===== config.mk =====
export PLATFORM = sky130hd
export DESIGN_NAME = dram_port_arbiter
export DESIGN_NICKNAME = d
export VERILOG_FILES = /design/src/rtl/dram_port_arbiter_pkg.sv /design/src/rtl/dram_port_arbiter_mon_req_slot.sv /design/src/rtl/dram_port_arbiter.sv
export SDC_FILE = /design/constraint.sdc
export NUM_CORES = 1
export LEC_CHECK = 0
export CAP_MARGIN = 20
export CORE_AREA = 2 2 376 378
export DETAILED_ROUTE_END_ITERATION = 16
export DIE_AREA = 0 0 378 380
export SYNTH_ARGS = -nofsm -noshare
export SYNTH_HDL_FRONTEND = slang
export SYNTH_SLANG_ARGS = --single-unit

===== constraint.sdc =====
create_clock -name clk -period 1.75 [get_ports clk]
set_clock_uncertainty 0.05 [all_clocks]
set_input_delay 0.35 -clock clk [delete_from_list [all_inputs] [get_ports clk]]
set_output_delay 0.35 -clock clk [all_outputs]
set_load 0.05 [all_outputs]

===== src/rtl/dram_port_arbiter_pkg.sv =====
// Shared types and constants for the data-RAM port arbiter.
package dram_port_arbiter_pkg;

    localparam int unsigned ADR_W  = 32;
    localparam int unsigned DATA_W = 128;
    localparam int unsigned MASK_W = 16;

    // 1 = byte preserved, so a read leaves every byte untouched
    localparam logic [MASK_W-1:0] RD_MASK = 16'hffff;

    typedef enum logic [1:0] {
        IDLE     = 2'd0,
        BUSY_CPU = 2'd1,
        BUSY_MON = 2'd2
    } arb_state_t;

endpackage


===== src/rtl/dram_port_arbiter_mon_req_slot.sv =====
// Turns a one-cycle monitor request pulse into a pending flag plus payload;
// a pulse into an occupied slot is dropped and flagged (sticky) as overflow.
module mon_req_slot
    import dram_port_arbiter_pkg::*;
#(
    parameter int unsigned PAY_W = ADR_W
) (
    input  logic             clk,
    input  logic             rst_n,
    input  logic             pulse,
    input  logic [PAY_W-1:0] pay_in,
    input  logic             clear,
    output logic             pend,
    output logic [PAY_W-1:0] payload,
    output logic             ovf
);

    // NOTE: the payload is reset along with the flag so that no stale address
    //       or data is visible after reset; it is a plain register, not RAM.
    // NOTE: sequential state uses non-blocking assignments only.
    always_ff @(posedge clk or negedge rst_n) begin
        if (!rst_n) begin
            pend    <= 1'b0;
            payload <= '0;
            ovf     <= 1'b0;
        end else begin
            // A clear in the same cycle frees the slot first, so the pulse is kept.
            if (pulse && pend && !clear) begin
                ovf <= 1'b1;
            end else if (pulse) begin
                pend    <= 1'b1;
                payload <= pay_in;
            end else if (clear) begin
                pend <= 1'b0;
            end
        end
    end

endmodule


===== src/rtl/dram_port_arbiter.sv =====
// Round-robin arbiter sharing the 128-bit data-RAM port between the CPU
// data-cache path and the UART monitor, one transaction outstanding at a time.
module dram_port_arbiter
    import dram_port_arbiter_pkg::*;
#(
    parameter int unsigned TMO_CYC = 255
) (
    input  logic                clk,
    input  logic                rst_n,
    input  logic                mon_rd_req,
    input  logic [ADR_W-1:0]    mon_radr,
    input  logic                mon_wen,
    input  logic [ADR_W-1:0]    mon_wadr,
    input  logic [DATA_W-1:0]   mon_wdata,
    input  logic [MASK_W-1:0]   mon_mask,
    output logic                mon_read_valid,
    output logic [DATA_W-1:0]   mon_rdata,
    output logic                mon_finish_wresp,
    output logic                mon_ovf,
    input  logic                dc_req,
    input  logic                dc_we,
    input  logic [ADR_W-1:0]    dc_adr,
    input  logic [DATA_W-1:0]   dc_wdata,
    input  logic [MASK_W-1:0]   dc_mask,
    output logic                dc_done,
    output logic [DATA_W-1:0]   dc_rdata,
    output logic                mem_req,
    output logic                mem_we,
    output logic [ADR_W-1:0]    mem_adr,
    output logic [DATA_W-1:0]   mem_wdata,
    output logic [MASK_W-1:0]   mem_mask,
    input  logic                mem_ack,
    input  logic [DATA_W-1:0]   mem_rdata,
    output logic                tmo_err
);

    localparam int unsigned WR_PAY_W = ADR_W + DATA_W + MASK_W;
    localparam int unsigned CNT_W    = (TMO_CYC > 1) ? $clog2(TMO_CYC) : 1;

    arb_state_t          state;
    logic                last_mon;   // 1 = monitor won the previous grant
    logic [CNT_W-1:0]    cnt;

    logic                rd_pend, wr_pend, rd_ovf, wr_ovf;
    logic                rd_clear, wr_clear;
    logic [ADR_W-1:0]    rd_adr, wr_adr;
    logic [WR_PAY_W-1:0] wr_payload;
    logic [DATA_W-1:0]   wr_data;
    logic [MASK_W-1:0]   wr_mask;

    logic                cpu_cand, mon_pend, grant_mon, grant_cpu, wdog_hit;

    mon_req_slot #(.PAY_W(ADR_W)) u_rd_slot (
        .clk     (clk),
        .rst_n   (rst_n),
        .pulse   (mon_rd_req),
        .pay_in  (mon_radr),
        .clear   (rd_clear),
        .pend    (rd_pend),
        .payload (rd_adr),
        .ovf     (rd_ovf)
    );

    mon_req_slot #(.PAY_W(WR_PAY_W)) u_wr_slot (
        .clk     (clk),
        .rst_n   (rst_n),
        .pulse   (mon_wen),
        .pay_in  ({mon_wadr, mon_wdata, mon_mask}),
        .clear   (wr_clear),
        .pend    (wr_pend),
        .payload (wr_payload),
        .ovf     (wr_ovf)
    );

    assign {wr_adr, wr_data, wr_mask} = wr_payload;
    assign mon_ovf = rd_ovf | wr_ovf;

    // NOTE: every output of this block is assigned on every path, so no latch.
    always_comb begin
        cpu_cand  = dc_req & ~dc_done;   // CPU drops dc_req while dc_done is high
        mon_pend  = wr_pend | rd_pend;
        grant_mon = (state == IDLE) & mon_pend & (~cpu_cand | ~last_mon);
        grant_cpu = (state == IDLE) & cpu_cand & ~grant_mon;
        wr_clear  = grant_mon & wr_pend;
        rd_clear  = grant_mon & ~wr_pend;
        wdog_hit  = (TMO_CYC != 0) && (cnt == CNT_W'(TMO_CYC - 1));
    end

    always_ff @(posedge clk or negedge rst_n) begin
        if (!rst_n) begin
            state            <= IDLE;
            last_mon         <= 1'b0;
            cnt              <= '0;
            mem_req          <= 1'b0;
            mem_we           <= 1'b0;
            mem_adr          <= '0;
            mem_wdata        <= '0;
            mem_mask         <= '0;
            dc_done          <= 1'b0;
            dc_rdata         <= '0;
            mon_read_valid   <= 1'b0;
            mon_finish_wresp <= 1'b0;
            mon_rdata        <= '0;
            tmo_err          <= 1'b0;
        end else begin
            mem_req          <= 1'b0;
            dc_done          <= 1'b0;
            mon_read_valid   <= 1'b0;
            mon_finish_wresp <= 1'b0;
            tmo_err          <= 1'b0;

            case (state)
                IDLE: begin
                    cnt <= '0;
                    if (grant_mon) begin
                        state    <= BUSY_MON;
                        last_mon <= 1'b1;
                        mem_req  <= 1'b1;
                        if (wr_pend) begin
                            mem_we    <= 1'b1;
                            mem_adr   <= wr_adr;
                            mem_wdata <= wr_data;
                            mem_mask  <= wr_mask;
                        end else begin
                            mem_we    <= 1'b0;
                            mem_adr   <= rd_adr;
                            mem_wdata <= '0;
                            mem_mask  <= RD_MASK;
                        end
                    end else if (grant_cpu) begin
                        state     <= BUSY_CPU;
                        last_mon  <= 1'b0;
                        mem_req   <= 1'b1;
                        mem_we    <= dc_we;
                        mem_adr   <= dc_adr;
                        mem_wdata <= dc_we ? dc_wdata : '0;
                        mem_mask  <= dc_we ? dc_mask : RD_MASK;
                    end
                end

                BUSY_CPU, BUSY_MON: begin
                    cnt <= cnt + CNT_W'(1);
                    // A watchdog abort completes the owner with zero read data.
                    if (mem_ack || wdog_hit) begin
                        state   <= IDLE;
                        tmo_err <= ~mem_ack;
                        if (state == BUSY_CPU) begin
                            dc_done <= 1'b1;
                            if (!mem_we) dc_rdata <= mem_ack ? mem_rdata : '0;
                        end else if (mem_we) begin
                            mon_finish_wresp <= 1'b1;
                        end else begin
                            mon_read_valid <= 1'b1;
                            mon_rdata      <= mem_ack ? mem_rdata : '0;
                        end
                    end
                end

                default: state <= IDLE;
            endcase
        end
    end

endmodule


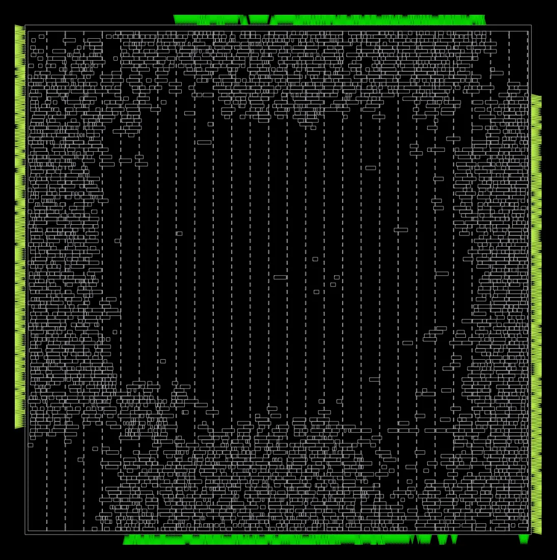
Figure 1: run 1, cell outlines without signal wires.
Flops: 661
Layout fillers: 13.8k
Seq/total area: 36.5%
post-layout utilization of the core: 32.6%

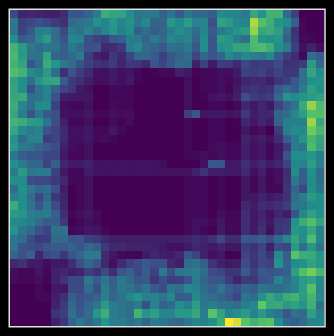
Figure 2: run 1, wire density map.
38 x 38 tiles, from dark purple (low) to yellow (high), scaled to the fullest tile. Values are wire area over tile area, all layers added.
emptiest ninth of the die: centre
fullest tile: 0.63
mean over tiles: 0.14
nearly empty tiles: 17%
tiles over half the peak: 11%
total via count in the routed design: 21.6k
GR Util All Layers: 16.5%
WL per Instance: 24.8 um
aggregate routed wire length: 125 mm

==> results.py, run 1 <==
# Physical implementation metrics
metrics = {
    "clock_tree": {
        "worstSkewPairLatency_ns": 0.66,
        "tritoncts": "done",
        "clk_root_buffer_cell": "sky130_fd_sc_hd__clkbuf_16",
        "cts_inserted_buffers": 77,
        "clock_pin_slew_worst_setup_and_hold_paths_ns": 0.06,
        "clock_tree.htree_level_count": 3,
        "ctsHoldBuffers": 1,
        "postCtsResizedCells": 111,
        "post-cts-setup-buffer-count": 32,
        "maximum_number_of_buffers_from_clock_root_to_sink": 3,
        "clock_sinks": 661,
    },
    "critical_path": {
        "setup.reg_to_reg.worst_slack_ns": -0.25,
        "worstPathArrival_ns": 2.49,
        "crit_path_end_kind": "flip-flop",
        "path_max_fanout": 7,
        "cp_top_family": "AND-OR/OR-AND gates",
        "crit_top_cell": "sky130_fd_sc_hd__buf_12",
        "cp_num_buf_inv": 4,
        "slowest_stage": "sky130_fd_sc_hd__dfrtp_1",
        "crit_path_cell_trace": "inv_2 > ha_4 > buf_6 > o21ai_4 > o21a_4 > buf_12 > buf_12 > a221oi_2 > nor2_1",
        "startpoint_type_of_the_worst_setup_path": "flip-flop",
        "critical_path_required_ns": 2.24,
        "crit_type": "reg2reg",
        "worst_path_largest_cell_delay_ns": 0.39,
    },
    "logic_synthesis": {
        "number_of_warnings_issued_by_yosys": 0,
        "synth_area_per_cell_sq_um": 13.4,
        "synth_largest_type_area_fraction_pct": 63.8,
        "async_flop_share_pct": 100,
        "postSynthCellCount": 1931,
        "synthDominantAreaCellType": "sky130_fd_sc_hd__dfrtp_1",
        "netlist-cell-type-count": 45,
        "top_cells_by_area": "sky130_fd_sc_hd__dfrtp_1 64%, sky130_fd_sc_hd__mux2_2 9.2%, sky130_fd_sc_hd__a22o_1 8.8%",
        "syn_area_sq_um": 25900,
        "ys_cells": 1931,
        "synthTopCellsByCount": "661 x sky130_fd_sc_hd__dfrtp_1, 265 x sky130_fd_sc_hd__nor2_1, 259 x sky130_fd_sc_hd__a22o_1",
        "post-synth-top-count-cell": "sky130_fd_sc_hd__dfrtp_1",
        "yosys.stat.chipArea_sq_um": 25900,
        "synth_register_bits": 661,
    },
    "final_timing": {
        "totalNegativeSetupSlack_ns": -84.82,
        "timing.slew.headroom_pct": 63.5,
        "grt_setup_unrepaired": "yes",
        "fin_crit_ns": 2.00,
        "setup_viol_count_final": 621,
        "period_used_pct": 114,
        "final.setup.worst_slack_ns": -0.246,
        "tightest_slew_ns": 0.548,
        "pins_over_their_slew_limit": 0,
        "hold_viol_final": 0,
        "max_freq_ghz": 0.501,
    },
    "cells_and_area": {
        "number_of_non_clock_buffers": 1251,
        "finish.net_count": 3628,
        "final_layout_top_logic_cell": "sky130_fd_sc_hd__dfrtp_1",
        "layout.area.seq_sq_um": 16500,
        "sh_comb_area_pct": 21.3,
        "num_antenna_cells": 11,
        "multiInputGateArea_sq_um": 9640,
        "final_layout_size_suffix_gt1_share_pct": 39.7,
        "clkCellAreaFrac_pct": 5.68,
        "nClkBuffers": 105,
        "largest_class": "flip-flops and latches",
        "fin_area_sq_um": 45400,
        "area_growth_pct": 75.0,
        "inverters": 7,
        "most-common-layout-cells": "658 x sky130_fd_sc_hd__dfrtp_1, 517 x sky130_fd_sc_hd__clkdlybuf4s50_1, 451 x sky130_fd_sc_hd__buf_4, 263 x sky130_fd_sc_hd__nor2_1, 259 x sky130_fd_sc_hd__a22o_1",
        "nMultiInputCombCells": 1105,
        "post_layout_nonfiller_instances": 5045,
        "signal_buffers_share_of_area_pct": 31.3,
    },
    "pwr": {
        "overall_power_w": 0.101,
        "vdd_drop_max_mv": 1.23,
        "power.density_nw_per_um2": 2230,
        "power_leakage_nw": 20.1,
    },
    "grt": {
        "globalRouteMet2Util_pct": 28.0,
        "pin_count_of_the_biggest_net_entering_global_routing": 91,
        "globalRouteOverflowTotal": 0,
        "globalRouteMet1Util_pct": 19.9,
        "via_count_of_the_first_global_routing_pass": 22500,
        "grt_pass1_wl_mm": 170,
        "antenna_found_initial": 32,
        "gr-max-usage-layer": "met2",
        "met3_resource_use_gr_pct": 4.86,
    },
    "placement": {
        "port-buffer-count": 957,
        "dp_slack_ns": -0.617,
        "post-dp-hpwl_mm": 90.8,
        "dp_cells": 4805,
        "place_area_sq_um": 40200,
    },
    "floorplanning": {
        "initial_core_util_pct": 18.6,
        "die_y_um": 380,
        "rows": 137,
        "core_sq_um": 139000,
        "nWellTaps": 1876,
        "dieWidth_um": 378,
        "die_area_sq_um": 144000,
        "io_pins": 958,
    },
    "detailed_routing": {
        "route.detailed.drc": 0,
        "drt_first_iter_violations": 1096,
        "postRouteAntennaNets": 0,
        "wl_met2_mm": 61.4,
        "route.top_layer_used": "met5",
        "detailroute.wirelength.met3_mm": 10.6,
        "via_per_instance_ratio": 4.29,
    },
    "flow_run": {
        "tool_warnings": 33,
        "drv_cap": 0,
    },
    "run_status": {
        "run_status": "finished, violations left",
        "failed_checks": "setup timing",
    },
    "min_path": {
        "hold_class": "in2async",
    },
}
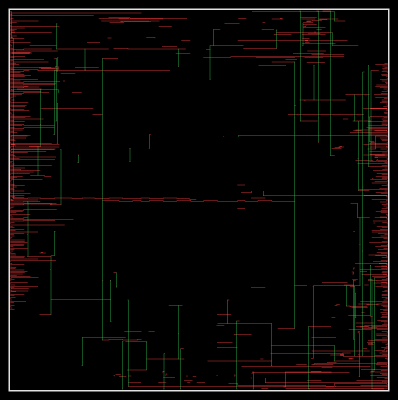
Figure 3: run 1, wiring by layer.
Scale: 1 px per um. Two of the layers only.
| layer | colour | wire length |
|---|---|---|
| metal 4 | green | 3700 um |
| metal 3 | red | 10600 um |

run 1: logic make-up (layout without fill, tap and decap cells):
family | Yosys count | count (layout) | synth area share (%)
flip-flops | 661 | 661 | 63.8
AND-OR/OR-AND | 471 | 471 | 14.9
AND/OR/NAND/NOR | 353 | 353 | 5.45
multiplexers | 274 | 274 | 12.2
buffers and inverters | 165 | 1392 | 3.31
adder cells (fa/ha/maj) | 6 | 6 | 0.290
XOR/XNOR | 1 | 1 | 0.0338
other | 0 | 11 | 0
run 1: registers in the layout, indices dropped and copies added (netlist names):
register,cells
u_rd_slot.pend,1
mem_adr,32
u_rd_slot.payload,32
state,2
mon_read_valid,1
mem_req,1
mem_wdata,128
mem_mask,16
last_mon,1
dc_rdata,128
mem_we,1
mon_finish_wresp,1
u_wr_slot.ovf,1
dc_done,1
tmo_err,1
mon_rdata,128
cnt,8
u_wr_slot.payload,176
u_rd_slot.ovf,1
u_wr_slot.pend,1
run 1: power by group:
| group | leakage (nW) | internal [W] | total, W | switching [W] |
|---|---|---|---|---|
| Sequential | 8.05 | 0.0227 | 0.0284 | 0.00571 |
| Combinational | 10.8 | 0.0238 | 0.0561 | 0.0324 |
| Clock | 1.26 | 0.00993 | 0.0167 | 0.00681 |
run 1: final timing paths:
kind / start / endpoint / cells after the start
worst max-delay path: state[1] / mem_wdata[66] / 9
worst min-delay path: rst_n / mem_wdata[86] / 2
worst max register to register: state[1] / mem_wdata[66] / 9
worst min register to register: u_rd_slot.ovf / u_rd_slot.ovf / 1
max in group asynchronous: rst_n / u_wr_slot.pend / 3
min in group clk: mon_wdata[101] / u_wr_slot.payload[117] / 2
==> run 2, diff against run 1 <==
CORE_AREA = 2 2 369 371   (was 2 2 376 378)
DIE_AREA = 0 0 371 373   (was 0 0 378 380)
REMOVE_ABC_BUFFERS = 1   (was default)
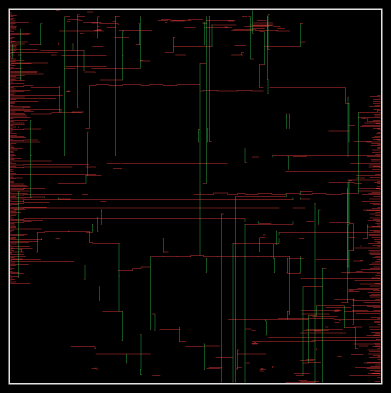
Figure 4: run 2, wiring by layer.
Scale: 1 px per um. Two of the layers only.
| layer | colour | wire length |
|---|---|---|
| metal 4 | green | 4080 um |
| metal 3 | red | 9180 um |

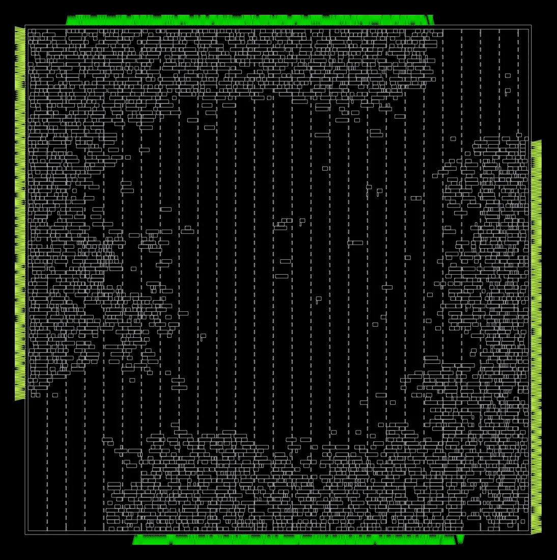
Figure 5: run 2, cell outlines without signal wires.
area inside the core boundary: 135000 sq um
Layout fillers: 13.6k
Taps Inserted: 1781
Layout Cells excl Fill: 4866

==> run 2 against run 1 <==
The run still ends with setup timing left. Register-to-register slack gained 0.03 ns. Non-clock buffer count shrank 92. Sequential share of layout area grew 2.9 points. Clock power shrank 4%. Flip-flop count is the same. Utilization shrank 1.4 points. Worst hold slack lost 0.0040 ns. Total power shrank 7.0%. Count of clock-buffer cells in the layout grew 5. Synthesized area is the same. Wire length shrank 7.0%.
==> results.py, run 2 <==
# Physical implementation metrics
metrics = {
    "run_status": {
        "run_status": "finished, violations left",
        "failed_checks": "setup timing",
    },
    "detailed_routing": {
        "detailroute.wirelength.met3_mm": 9.18,
        "via_per_instance_ratio": 4.34,
        "route.detailed.wl_per_inst_um": 23.9,
        "finalWirelength_mm": 116,
        "route.detailed.drc": 0,
        "via_count": 21100,
        "drt_first_iter_violations": 1381,
        "route.top_layer_used": "met5",
    },
    "pwr": {
        "overall_power_w": 0.0942,
        "reported_net_switching_power_w": 0.0427,
        "p_clk_w": 0.0161,
        "combinationalPower_w": 0.0500,
        "swShare_pct": 45.3,
        "power.clock.fraction_pct": 17.1,
        "p_int_w": 0.0515,
        "power_frac_seq_pct": 29.9,
        "powerSeq_w": 0.0281,
        "power.density_nw_per_um2": 2240,
        "power.share.combinational_pct": 53.1,
    },
    "final_timing": {
        "timing.slew.headroom_pct": 59.9,
        "final.setup.worst_slack_ns": -0.212,
        "fin_crit_ns": 1.96,
        "max_freq_ghz": 0.510,
        "period_used_pct": 112,
        "grt_setup_unrepaired": "yes",
        "pins_over_their_slew_limit": 0,
        "tightest_slew_ns": 0.600,
        "setup_viol_count_final": 613,
        "totalNegativeSetupSlack_ns": -66.48,
        "hold_viol_final": 0,
    },
    "critical_path": {
        "crit_top_cell": "sky130_fd_sc_hd__buf_4",
        "worst-r2r-cell-count": 8,
        "worst_setup_path_endpoint": "mon_rdata[59]",
        "path_max_fanout": 16,
        "worstPathArrival_ns": 2.52,
        "startpoint_type_of_the_worst_setup_path": "flip-flop",
        "crit_type": "reg2reg",
        "timing.rr.end": "mon_rdata[59]",
        "critical_path_required_ns": 2.31,
        "crit_path_cell_trace": "buf_4 > ha_2 > nor3b_2 > buf_4 > and2_4 > buf_12 > clkbuf_16 > a22o_1",
        "crit_cells": 8,
        "slowest_stage": "sky130_fd_sc_hd__dfrtp_1",
    },
    "logic_synthesis": {
        "postSynthCellCount": 1931,
        "post-synth-top-count-cell": "sky130_fd_sc_hd__dfrtp_1",
        "synth_area_per_cell_sq_um": 13.4,
        "netlist-cell-type-count": 45,
        "post_synth_main_logic_family": "AND-OR/OR-AND gates",
        "fraction_of_synthesized_cell_area_in_xor_and_xnor_cells_pct": 0.0338,
        "top_cells_by_area": "sky130_fd_sc_hd__dfrtp_1 64%, sky130_fd_sc_hd__mux2_2 9.2%, sky130_fd_sc_hd__a22o_1 8.8%",
        "mux_area_share_pct": 12.2,
        "synthDominantAreaCellType": "sky130_fd_sc_hd__dfrtp_1",
        "yosys.area_share.simple_pct": 5.45,
        "adder_and_majority_gate_portion_of_the_synthesized_area_pct": 0.290,
        "synthTopCellsByCount": "661 x sky130_fd_sc_hd__dfrtp_1, 265 x sky130_fd_sc_hd__nor2_1, 259 x sky130_fd_sc_hd__a22o_1",
    },
    "flow_run": {
        "tool_warnings": 31,
    },
    "min_path": {
        "hold_class": "in2async",
    },
    "clock_tree": {
        "clock_tree.htree_level_count": 3,
        "clk_root_buffer_cell": "sky130_fd_sc_hd__clkbuf_16",
        "clock_pin_slew_worst_setup_and_hold_paths_ns": 0.06,
        "clock_sinks": 661,
        "cts_inserted_buffers": 75,
        "worstSkewPairLatency_ns": 0.66,
    },
    "grt": {
        "antenna_found_initial": 58,
        "gr-max-usage-layer": "met2",
        "via_count_of_the_first_global_routing_pass": 21600,
        "globalRouteMet2Util_pct": 26.7,
        "globalRouteMet1Util_pct": 19.7,
        "pin_count_of_the_biggest_net_entering_global_routing": 75,
    },
    "floorplanning": {
        "initial_core_util_pct": 19.3,
        "die_area_sq_um": 138000,
        "rows": 135,
        "io_pins": 958,
    },
    "placement": {
        "dp_slack_ns": -0.565,
        "post-dp-hpwl_mm": 88.9,
    },
    "cells_and_area": {
        "final_layout_size_suffix_gt1_share_pct": 35.9,
        "final_layout_top_logic_cell": "sky130_fd_sc_hd__dfrtp_1",
        "final_util_pct": 31.2,
        "most-common-layout-cells": "660 x sky130_fd_sc_hd__dfrtp_1, 517 x sky130_fd_sc_hd__clkdlybuf4s50_1, 503 x sky130_fd_sc_hd__buf_4, 265 x sky130_fd_sc_hd__nor2_1, 259 x sky130_fd_sc_hd__a22o_1",
        "area_growth_pct": 62.2,
        "regMostFlops": "u_wr_slot.payload",
        "finish.net_count": 3537,
        "largest_register_ff_count": 176,
    },
}
-- run 2: netlist changes by cell type in the layout (fill, tap and decap cells not counted), moves of 11 or more --
cell                        previous run  this run
sky130_fd_sc_hd__a221oi_2            111        70
sky130_fd_sc_hd__buf_4               451       503
sky130_fd_sc_hd__buf_16               33         2
sky130_fd_sc_hd__a221oi_1              4        54
sky130_fd_sc_hd__buf_12              169        97
sky130_fd_sc_hd__buf_6                38        27
sky130_fd_sc_hd__buf_8                20         8
sky130_fd_sc_hd__clkbuf_16            96        80
-- run 2: repair_timing --
| item | CTS | global route |
|---|---|---|
| endpoints found under the setup margin | 684 | 675 |
| resized | 66 | 90 |
| setup buffers | 8 | 6 |
| endpoints found under the hold margin | 371 | 0 |
| cloned | 4 | 4 |
| hold buffers | 1 | 0 |
| pin swaps | 6 | 43 |
-- run 2: per-stage QoR --
stage / cell area (sq um) / cells
2_1_floorplan: 25100 / 1773
3_3_place_gp: 38300 / 4693
3_5_place_dp: 38300 / 4693
4_1_cts: 41300 / 4836
5_1_grt: 42000 / 4861
6_report: 42000 / 4866
-- run 2: cell type report --
| class | instances | area (sq um) |
|---|---|---|
| fillers | 13600 | 92600 |
| well taps | 1781 | 2230 |
| clock buffers | 110 | 2210 |
| clock inverters | 20 | 314 |
| repair buffers | 1159 | 11500 |
| flip-flops and latches | 661 | 16500 |
| inverters | 7 | 41.3 |
| multi-input cells | 1108 | 9180 |
| diodes | 20 | 50.0 |
-- run 2: cells by family (layout without fill, tap and decap cells) --
| family | after synthesis | count (layout) |
|---|---|---|
| buf+inv | 165 | 1296 |
| fa+ha+maj | 6 | 6 |
| flops | 661 | 661 |
| simple gates | 353 | 354 |
| mux | 274 | 274 |
| other cells | 0 | 20 |
| compound gates | 471 | 473 |
| xor+xnor | 1 | 1 |
Power figures rest on the tool's default switching activity, not on a simulated workload.
